Fig. 1: run 1, clock wires, drivers and flops
Bar = 20 microns.
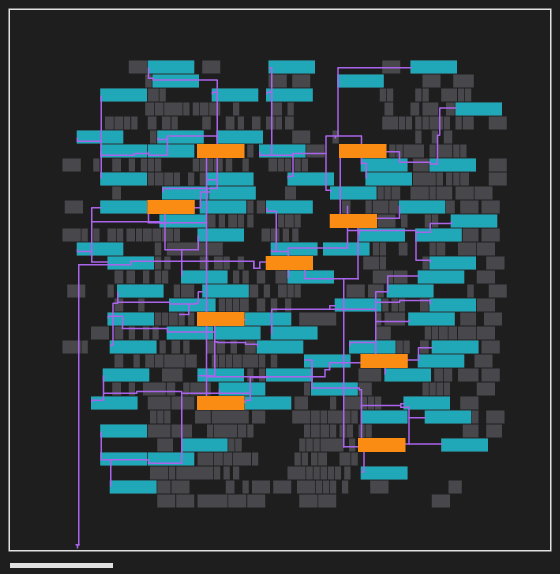
Fig. 2: run 1, signal wires on met4
Supply wires on this layer in gray.
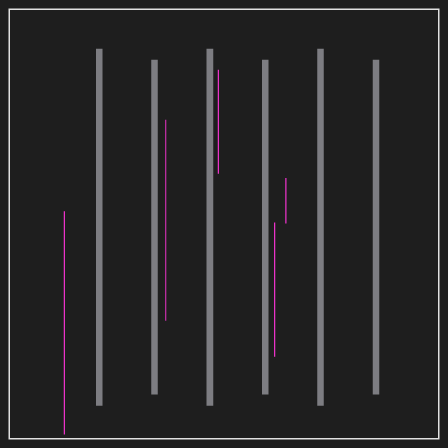
Fig. 3: run 1, sequential cells grouped by signal name
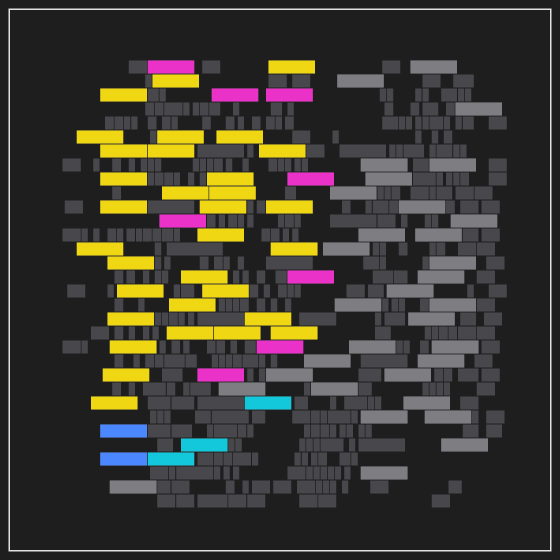
Fig. 4: run 1, cells by drive strength
Bar = 20 microns.
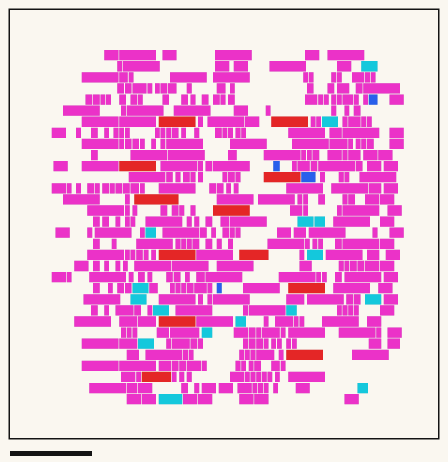
Design io_feeder, sky130hd; sources not shown.
==> run summary, run 1 <==
run metrics: status=complete, no violations, final setup fails=0, area leader, netlist=dfrtp_1, Power Total=5.00 mW, CTS Root Cell=clkbuf_16, Comb area share=between 30% and 40%, Nets=approximately 490, syn nets=about 420, Yosys chip area=~3600 sq um, buffer share of cell area=13.6%, RSZ-0062 raised after global routing=false, post_cts resized=0, clk slew on worst S/H paths=about 0.060 ns, Gate power share=~37%, number of logic gates=~270, I/O Pins=57, H-Tree Depth=3, Final min period=2.41 ns, CP bufs+invs=1, Clock Path Buffers=2, share of layout cells above drive strength 1=roughly 7%, Top cell excl fill/tap=nand2_1, DP Wirelength=between 5000 and 6000 microns, I/O Buffers=between 50 and 60, Yosys top cell area share=between 50% and 60%
## Picture notes: Fig. 1
Key: purple = clock wires [length 977 microns]; orange = clock drivers [count 9]; cyan = flip-flops [count 77]
There are 10 routed clock nets.
Late-Pin Clk Latency: 0.33 ns
clock power share: 23.8%
Fin Clk Skew: 0.00746 ns
clock-net power: 1.19 mW

## Picture notes: Fig. 2
3 nets have wire on it. The longest straight run is 54.4 microns. The layer carries 172 microns of wire. The layer holds 2.3% of the routed length.
Total Wirelength: 7450 microns
via count: 2,719

## Picture notes: Fig. 3
Key: magenta = `in1` [flops 8]; blue = `wr_ptr_q` [flops 2]; yellow = `mem_q` [flops 32]; cyan = `count` [flops 3]
Another 32 sequential cells are not colored.
Register Area: 1930 sq um
Final Util: 58.6%
Seq power: 1.99 mW
flop share of the area: 42.8%

## Picture notes: Fig. 4
Key: red = _6 and larger [cells 12, share 2.6%, most used clkbuf_16]; blue = _2 cells [cells 4, share 0.88%]; magenta = _0 and _1 cells [cells 423, share 93%, most used nand2_1]; cyan = _3 and _4 cells [cells 16, share 3.5%, most used nand2_4]
Finished Cell Area: 4500 sq um
synthesis-to-layout area growth: 26.6%
Worst Setup Slack, final: 0.189 ns
Plain + repair buffers: 61

[run 1: kinds of logic (layout without fill, tap and decap cells)]
kind of cell	after synthesis	in the layout	share of synthesized area, %
adders and majority gates	11	11	4.08
buffers and inverters	46	113	6.05
AOI/OAI and AO/OA	62	62	9.08
xor gates and xnor gates	18	18	4.43
DFF	77	77	54.2
and+or+nand+nor	174	174	22.2
[run 1: synth_stat cells (all sizes together)]
library cell	number
nand4	1
xor2	6
clkbuf	1
nand3b	1
a21o	1
inv	36
nor3	1
fa	1
xnor2	12
ha	10
o21ai	51
nand3	21
dfrtp	77
a31oi	8
nand2	95
buf	9
a21oi	2
nor2	55
[run 1: metal layers]
layer	track usage, %	vias up	wire length [microns]
met4	7.75	0	172
li1	-	1358	-
met3	3.75	14	362
met2	22.7	64	3450
met1	17.5	1283	3470
met5	0	-	0
Fig. 5: run 1, clock nets
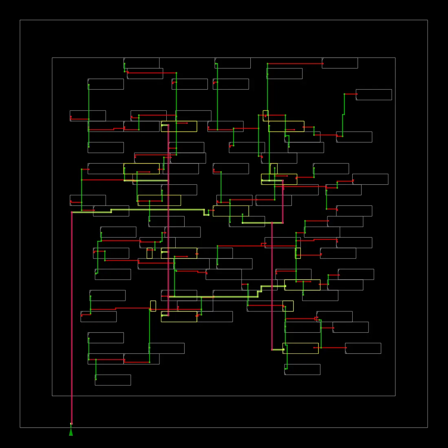

--- run 2 (diff from run 1) ---
ABC_AREA = 0   (was 1)
ABC_CLOCK_PERIOD_IN_PS = 2200   (was 2600)
CTS_BUF_LIST = not set   (was sky130_fd_sc_hd__clkbuf_16)
clock period = 2.2 ns   (was 2.6 ns; I/O delays follow)
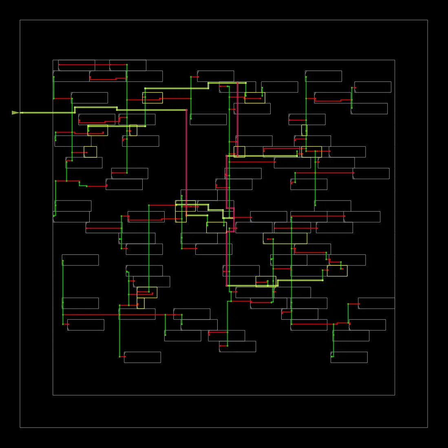
Fig. 6. Clock nets (run 2).
sequential cell count: 77
Late-Pin Clk Latency: 0.35 ns

==> run 2 against run 1 <==
Against the previous run:
- critical path depth increased by 7
- wire length decreased by 12%
- worst hold slack improved by 0.0066 ns
- clock power decreased by about 10%
- cell area decreased by 3.3%
- register-to-register slack got worse by 0.30 ns
- global-route usage decreased by 0.39 points
- clock-buffer cell count increased by 1
- first-iteration DRC count decreased by 47%
- die area decreased by 4.5%
- highest routed layer unchanged
==> run summary, run 2 <==
run metrics: MUX share of area=19.3% (+19 points), via count=2,122 (-22%), DP Wirelength=4660 microns (-11%), Synth Area in Adders=4.31% (+0.23 points), grt met3 use=7.56% (+3.8 points), Nets=359 (-26%), cell with the most instances after synthesis=dfrtp_1, CP bufs+invs=2 (+1), count of library flops with an enable pin=0 (unchanged), status=complete, no violations, Total Wirelength=6570 microns (-12%), Final Util=60.0% (+1.5 points), I/O Buffers=56 (unchanged), Final min period=2.06 ns, Commonest flop=dfrtp_1, Seq power=2.33 mW (+17%), Yosys chip area=3370 sq um (-5.2%), Clock Path Buffers=2 (unchanged), top cells by count=dfrtp_1 (77), mux2_2 (41), nand2_1 (28), syn nets=283 (-33%), Worst Setup Slack, final=0.135 ns (-0.0538 ns), Post-synth ARST share=100% (unchanged), DR top layer=met4, ao+oa area frac=2.60% (-6.5 points), area leader, netlist=dfrtp_1, clk slew on worst S/H paths=0.07 ns (about the same), grt met1 use=16.1% (-1.4 points), Main logic family=multiplexers, CTS Root Cell=clkbuf_8, final setup fails=0 (unchanged), Register Area=1930 sq um (unchanged), metal1 wirelength=2840 microns (-18%), Post-Synth Simple-Gate Area=9.58% (-13 points), met2 Use GR=21.7% (-0.99 points), I/O Pins=57 (unchanged), Top cell excl fill/tap=dfrtp_1, Power Total=5.45 mW (+8.9%), met2 wire len=3070 microns (-11%)
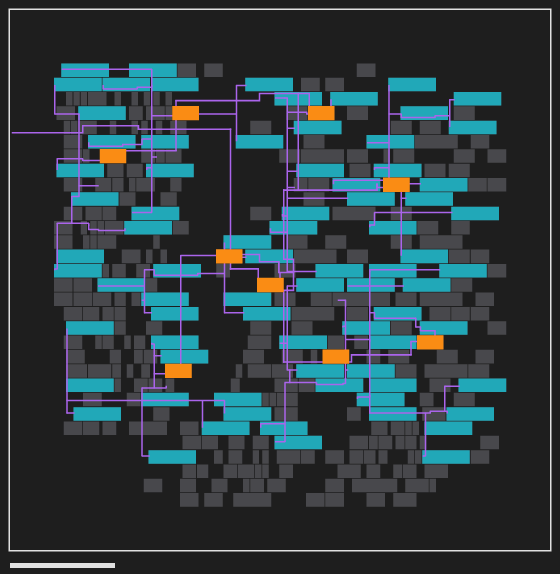
Fig. 7. Clock wires, drivers and flops (run 2).
Bar = 20 microns.
Key: orange = clock drivers [count 9]; cyan = flip-flops [count 77]; purple = clock wires [length 966 microns]
There are 10 routed clock nets.
Fin Clk Skew: 0.00874 ns
clock power share: 19.0%
clock-net power: 1.04 mW

==> run 2: final cells by class <==
type                    count  area share, %
clock buffers              10           2.93
repair buffers             72           15.9
inverters                  12           1.12
multi-input cells         152           31.5
flip-flops and latches     77           44.3
well taps                  99           2.85
clock inverters             6           1.47
==> run 2: logic make-up after synthesis <==
kind of cell	count (synthesis)
flops	77
simple gates	60
mux	50
buf+inv	19
xor+xnor	18
compound gates	13
fa+ha+maj	11
==> run 2: repair_timing <==
| item | 4_1_cts | 5_1_grt |
|---|---|---|
| hold endpoints to repair | 0 | 0 |
| pin swaps | 0 | 0 |
| gates resized | 2 | 1 |
| hold buffers | 0 | 0 |
| setup endpoints to repair | 2 | 1 |
Power and IR drop assume default switching activity.
